==> src/rtl/fifo_wr_arbiter.sv <==
// Round-robin arbiter sharing one FIFO write port between N valid/ready requesters.
// Grants one owner for up to BURST words and forwards the source index with the data.
module fifo_wr_arbiter #(
  parameter int N     = 4,
  parameter int W     = 4,
  parameter int BURST = 4
) (
  input  logic                 clk,
  input  logic                 rst,
  input  logic [N-1:0]         req_valid,
  input  logic [N*W-1:0]       req_data,
  output logic [N-1:0]         req_ready,
  input  logic                 fifo_full,
  output logic                 fifo_we,
  output logic [W-1:0]         fifo_wd,
  output logic [$clog2(N)-1:0] fifo_wid,
  output logic [N-1:0]         grant,
  output logic                 busy
);

  localparam int IW = $clog2(N);
  localparam int CW = $clog2(BURST) + 1;

  typedef enum logic [0:0] {IDLE, GRANT} state_t;

  state_t          state_q, state_d;
  logic [IW-1:0]   ptr_q, ptr_d;
  logic [CW-1:0]   cnt_q, cnt_d;
  logic [IW-1:0]   nxt;
  logic            any_vld, own_vld, xfer, last, rel;

  // First valid index after p (wrapping), with p itself considered last.
  function automatic logic [IW-1:0] pick(input logic [IW-1:0] p, input logic [N-1:0] v);
    logic [IW-1:0] r;
    logic [IW-1:0] idx;
    int            s;
    r = p;
    for (int k = N; k >= 1; k--) begin
      s = int'(p) + k;
      if (s >= N) s = s - N;
      idx = IW'(s);
      if (v[idx]) r = idx;
    end
    return r;
  endfunction

  // While busy, ptr_q holds the current owner's index.
  always_comb begin
    busy      = (state_q == GRANT);
    grant     = busy ? (N'(1) << ptr_q) : '0;
    own_vld   = req_valid[ptr_q];
    xfer      = busy & own_vld & ~fifo_full & ~rst;
    req_ready = grant & {N{~fifo_full & ~rst}};
    fifo_we   = xfer;
    fifo_wd   = busy ? req_data[int'(ptr_q)*W +: W] : '0;
    fifo_wid  = busy ? ptr_q : '0;
    any_vld   = |req_valid;
    nxt       = pick(ptr_q, req_valid);
    last      = (cnt_q == CW'(BURST - 1));
    rel       = (xfer & last) | ~own_vld;
  end

  always_comb begin
    state_d = state_q;
    ptr_d   = ptr_q;
    cnt_d   = cnt_q;
    case (state_q)
      IDLE: begin
        if (any_vld) begin
          state_d = GRANT;
          ptr_d   = nxt;
          cnt_d   = '0;
        end
      end
      GRANT: begin
        if (xfer) cnt_d = cnt_q + 1'b1;
        // A release hands over directly to the next requester, no idle gap.
        if (rel) begin
          cnt_d = '0;
          if (any_vld) ptr_d = nxt;
          else state_d = IDLE;
        end
      end
      default: state_d = IDLE;
    endcase
  end

  always_ff @(posedge clk) begin
    if (rst) begin
      state_q <= IDLE;
      ptr_q   <= IW'(N - 1);
      cnt_q   <= '0;
    end else begin
      state_q <= state_d;
      ptr_q   <= ptr_d;
      cnt_q   <= cnt_d;
    end
  end

endmodule

==> config.mk <==
export PLATFORM = sky130hd
export DESIGN_NAME = fifo_wr_arbiter
export DESIGN_NICKNAME = d
export VERILOG_FILES = /design/src/rtl/fifo_wr_arbiter.sv
export SDC_FILE = /design/constraint.sdc
export NUM_CORES = 1
export LEC_CHECK = 0
export ABC_CLOCK_PERIOD_IN_PS = 5600
export CORE_MARGIN = 4
export CORE_UTILIZATION = 42
export DETAILED_ROUTE_END_ITERATION = 7
export GPL_TIMING_DRIVEN = 0
export PLACE_DENSITY = 0.88
export SETUP_SLACK_MARGIN = 0.02
export SYNTH_ARGS = -nofsm -noshare
export SYNTH_HDL_FRONTEND = slang
export SYNTH_SLANG_ARGS = --single-unit
==> constraint.sdc <==
create_clock -name clk -period 5.6 [get_ports clk]
set_input_delay 1.12 -clock clk [delete_from_list [all_inputs] [get_ports clk]]
set_output_delay 1.12 -clock clk [all_outputs]
set_load 0.01 [all_outputs]
Run 1, clock routing:
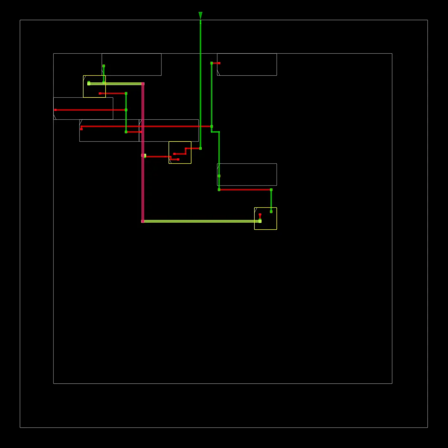
clock buffer count: 3
clock latency on the worst-skew pair: 260 ps
Clock Skew: 10.49 ps
clock-net power: 0.0000440 W
total CTS buffers: 3

Run 1, sequential cells grouped by signal name:
Scale bar: 20 um.
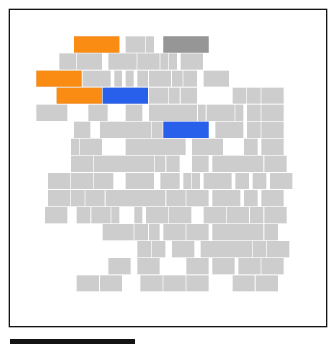
legend:
  ptr_q:
    colour: blue
    sequential_cells: 2
  cnt_q:
    colour: orange
    sequential_cells: 3
not coloured: 1
Register Area: 120.1 um^2
Seq/total area: 10.19%
sequential power: 0.0000588 W
final core occ: 69.01%

Run 1, sizing map:
Scale bar: 20 um.
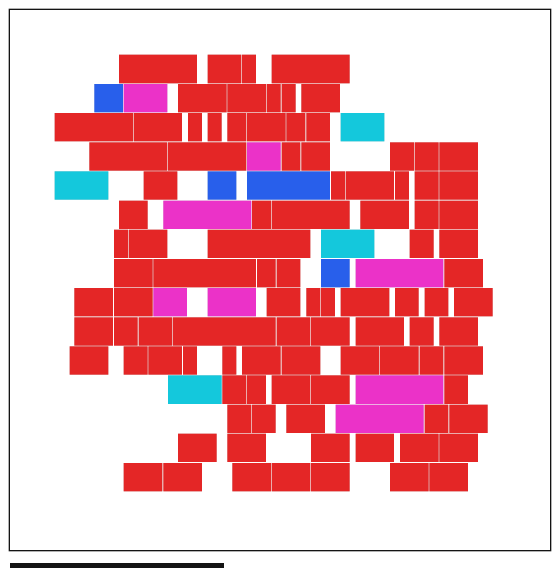
legend:
  drive 1 or less:
    colour: red
    cells: 98
    share: 86%
  drive 2:
    colour: magenta
    cells: 8
    share: 7.0%
  drive 3 to 4:
    colour: blue
    cells: 4
    share: 3.5%
  drive 6 and up:
    colour: cyan
    cells: 4
    share: 3.5%
Repair and plain buffers: 42
Worst Slack Setup Final: 1622 ps

==> run summary, run 1 <==
Routability cong. -> 0.8136
Ys async rst share -> 0%
Top logic family -> multiplexers
Simple Share, Synth -> 25.87%
Vias in the first global route -> 749
Via count -> 744
Worst Setup SP -> req_valid[3]
Place WS -> 1629 ps
Most used cell, CP -> clkdlybuf4s50_1
Unrepaired setup endpoints after global routing -> false
Sw frac -> 36.92%
Global route overflow -> 0
Clk pwr share -> 12.5%
Dpl cell area -> 1156 um^2
Ys flops -> 6
Vias/cell -> 5.353
P&R area growth vs syn -> 56.22%
H-tree levels -> 1
Chip area -> 2539 um^2
Max reg flops -> 3
Crit path time final -> 3978 ps
Yosys cell count -> 74
Count of final setup violators -> 0
Remaining DRCs -> 0
Max-area cell class -> multi-input combinational cells
Number of port buffers -> 37
Adder share -> 9.950%
Wire length per cell -> 14.23 um
# Taps -> 25
CP required -> 4480 ps
Die Wd -> 50.39 um
Post-Syn Nets -> 103
Detailed Route WL -> 1.978 mm
Cell Chain, Critical Path -> clkdlybuf4s50_1 -> mux4_2 -> nand2_1 -> inv_1 -> clkdlybuf4s50_1
Int Power -> 0.0002222 W
Flops -> 6
Mapped Avg Cell Area -> 10.20 um^2
Violation tally from detailed-route iteration zero -> 28
Grt met1 use -> 18.52%
Fmax -> 0.2514 GHz
Critical R2R Capture -> ptr_q[0]$_SDFFE_PP1P_
Pleak -> 0.4840 nW
DRT met1 WL -> 678 um
CTS Hold Bufs -> 0
Non-Filler Instances -> 139
Crit Path Class -> input pin to output port
Post-Layout Inst Area -> 1179 um^2
Share of cells above drive strength 1 -> 14.04%
Post-CTS Resized -> 0
First-pass iteration count of the detailed router -> 4
Gate Count Post-Synth -> 74
Slowest CP cell -> mux4_2
Clock Root Buffer -> clkbuf_4
Max Cap Violations -> 0
Hold Vio Cnt, Final -> 0
Comb area share -> 47.45%
WHS Path Cells -> 1
Core area -> 1708 um^2
Mux share -> 26.53%
Worst Path Max Fanout -> 7
Inverters -> 5
Comb area -> 559.3 um^2
Status -> completed
Final nets -> 145
Multi-In Gates -> 58
## Run 2: what changed since run 1
--- a/config.mk
+++ b/config.mk
@@ -5,12 +5,12 @@
 export SDC_FILE = /design/constraint.sdc
 export NUM_CORES = 1
 export LEC_CHECK = 0
-export ABC_CLOCK_PERIOD_IN_PS = 5600
+export ABC_CLOCK_PERIOD_IN_PS = 3910
 export CORE_MARGIN = 4
-export CORE_UTILIZATION = 42
+export CORE_UTILIZATION = 39
 export DETAILED_ROUTE_END_ITERATION = 7
 export GPL_TIMING_DRIVEN = 0
-export PLACE_DENSITY = 0.88
+export PLACE_DENSITY = 0.83
 export SETUP_SLACK_MARGIN = 0.02
 export SYNTH_ARGS = -nofsm -noshare
 export SYNTH_HDL_FRONTEND = slang
==> constraint.sdc (replaced) <==
create_clock -name clk -period 3.91 [get_ports clk]
set_input_delay 0.782 -clock clk [delete_from_list [all_inputs] [get_ports clk]]
set_output_delay 0.782 -clock clk [all_outputs]
set_load 0.01 [all_outputs]
Run 2, sequential cells grouped by signal name:
Scale bar: 20 um.
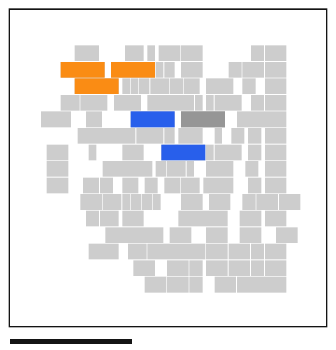
legend:
  ptr_q:
    colour: blue
    sequential_cells: 2
  cnt_q:
    colour: orange
    sequential_cells: 3
not coloured: 1
sequential power: 0.0000856 W
final core occ: 66.11%

==> run summary, run 2 <==
Status -> completed
Non-Filler Instances -> 139
Hold Crit Start -> cnt_q[2]$_SDFFE_PP0P_
Sw frac -> 36.35%
DRT met1 WL -> 819 um
Net Switching -> 0.0001816 W
Adder share -> 9.950%
Simple Share, Synth -> 25.87%
Ys flop type -> dfxtp_1
XORs/XNORs by Area -> 0%
Count of tool warnings -> 29
Signal buf overhead -> 36.20%
Init Core Util -> 42.32%
Pleak -> 0.4840 nW
Slew margin rel. -> 68.37%
Register Area -> 120.1 um^2
Detailed Route WL -> 2.023 mm
Clock Root Buffer -> clkbuf_4
Global route overflow -> 0
Fmax -> 0.3039 GHz
Place WS -> 620.9 ps
Comb area share -> 47.45%
Share of cells above drive strength 1 -> 14.04%
Max reg flops -> 3
Register share of total power -> 17.1%
Via count -> 719
Dpl cell area -> 1156 um^2
Least-Margin Pin Slew -> 462.5 ps
Max-area cell class -> multi-input combinational cells
Crit end category -> output port
Yosys cell count -> 74
Wire length per cell -> 14.55 um
Wire length on met3 -> 164 um
Clock buffer count -> 3
Hold Vio Cnt, Final -> 0
Gate Count Post-Synth -> 74
Remaining DRCs -> 0
Most frequent logic cell in the layout -> clkdlybuf4s50_1
Mapped Area -> 754.5 um^2
Top logic family -> multiplexers
Ys flops -> 6
Unrepaired setup endpoints after global routing -> false
Slew Viols, Final -> 0
Crit path time final -> 3291 ps
H-tree levels -> 1
Routability cong. -> 0.8069
Most used cell, CP -> clkdlybuf4s50_1
Count of final setup violators -> 0
Total combinational power -> 0.000358 W
Final nets -> 145
Vias/cell -> 5.173
Int Power -> 0.0003180 W
First-pass GRT wire length -> 3.249 mm
Violation tally from detailed-route iteration zero -> 14
CP required -> 3130 ps
GR Util met2 -> 29.50%
Inverters -> 5
Multi-In Gates -> 58
Vias in the first global route -> 731
Hold endpoint -> cnt_q[2]$_SDFFE_PP0P_
Worst Setup SP -> req_valid[3]
Top Layout Cells -> clkdlybuf4s50_1 (37), and2_1 (14), ha_1 (6), dfxtp_1 (6)
Mapped Avg Cell Area -> 10.20 um^2
Crit Path Class -> input pin to output port
P&R area growth vs syn -> 56.22%
Worst IR Drop VDD -> 0.2713 mV
CTS Hold Bufs -> 0
Routed wl met2 -> 1.011 mm
Ys async rst share -> 0%
CTS tree -> yes
Worst Path Max Fanout -> 7
Overall Power -> 0.0004996 W
WHS Path Cells -> 1
Core area -> 1783 um^2
Seq/total area -> 10.19%
Flip-flops with a built-in enable -> 0
Post-CTS Resized -> 0
Grt met1 use -> 18.25%
Slowest CP cell -> mux4_2
Number of port buffers -> 37
Ao+oa area frac -> 11.77%
Cell Chain, Critical Path -> clkdlybuf4s50_1 -> mux4_2 -> nand2_1 -> inv_1 -> clkdlybuf4s50_1
Slowest stage delay, CP -> 580 ps
Setup tns final -> 0 ps
# Taps -> 25
Max Cap Violations -> 0
Post-Layout Inst Area -> 1179 um^2
Clk pwr share -> 11.1%
Worst Slack Setup Final -> 619.3 ps
Top Usage Layer GRT -> met2
Total CTS buffers -> 3
Cell taking the most area after synthesis -> dfxtp_1
Chip area -> 2702 um^2
First-pass iteration count of the detailed router -> 4
Min-delay worst type -> register to register
Fillers -> 139
Critical R2R Capture -> ptr_q[0]$_SDFFE_PP1P_
Main power group -> combinational logic
Die Wd -> 51.99 um
Post-Syn Nets -> 103
Comb area -> 559.3 um^2
Tot GR Track Use -> 16.31%
Mux share -> 26.53%
Fin Hold WS -> 476.4 ps
GR Layer Usage met3 -> 4.011%
DP HPWL -> 1.673 mm
Repair and plain buffers -> 42
Run 2, clock routing:
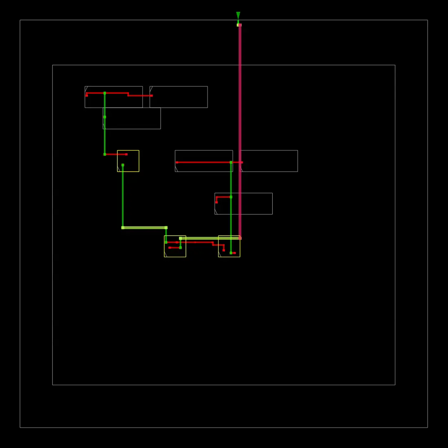
Flops: 6
Clock Skew: 0.6715 ps
clock latency on the worst-skew pair: 240 ps
Sink Count: 6
clock-net power: 0.0000556 W

Power figures rest on the tool's default switching activity, not on a simulated workload.
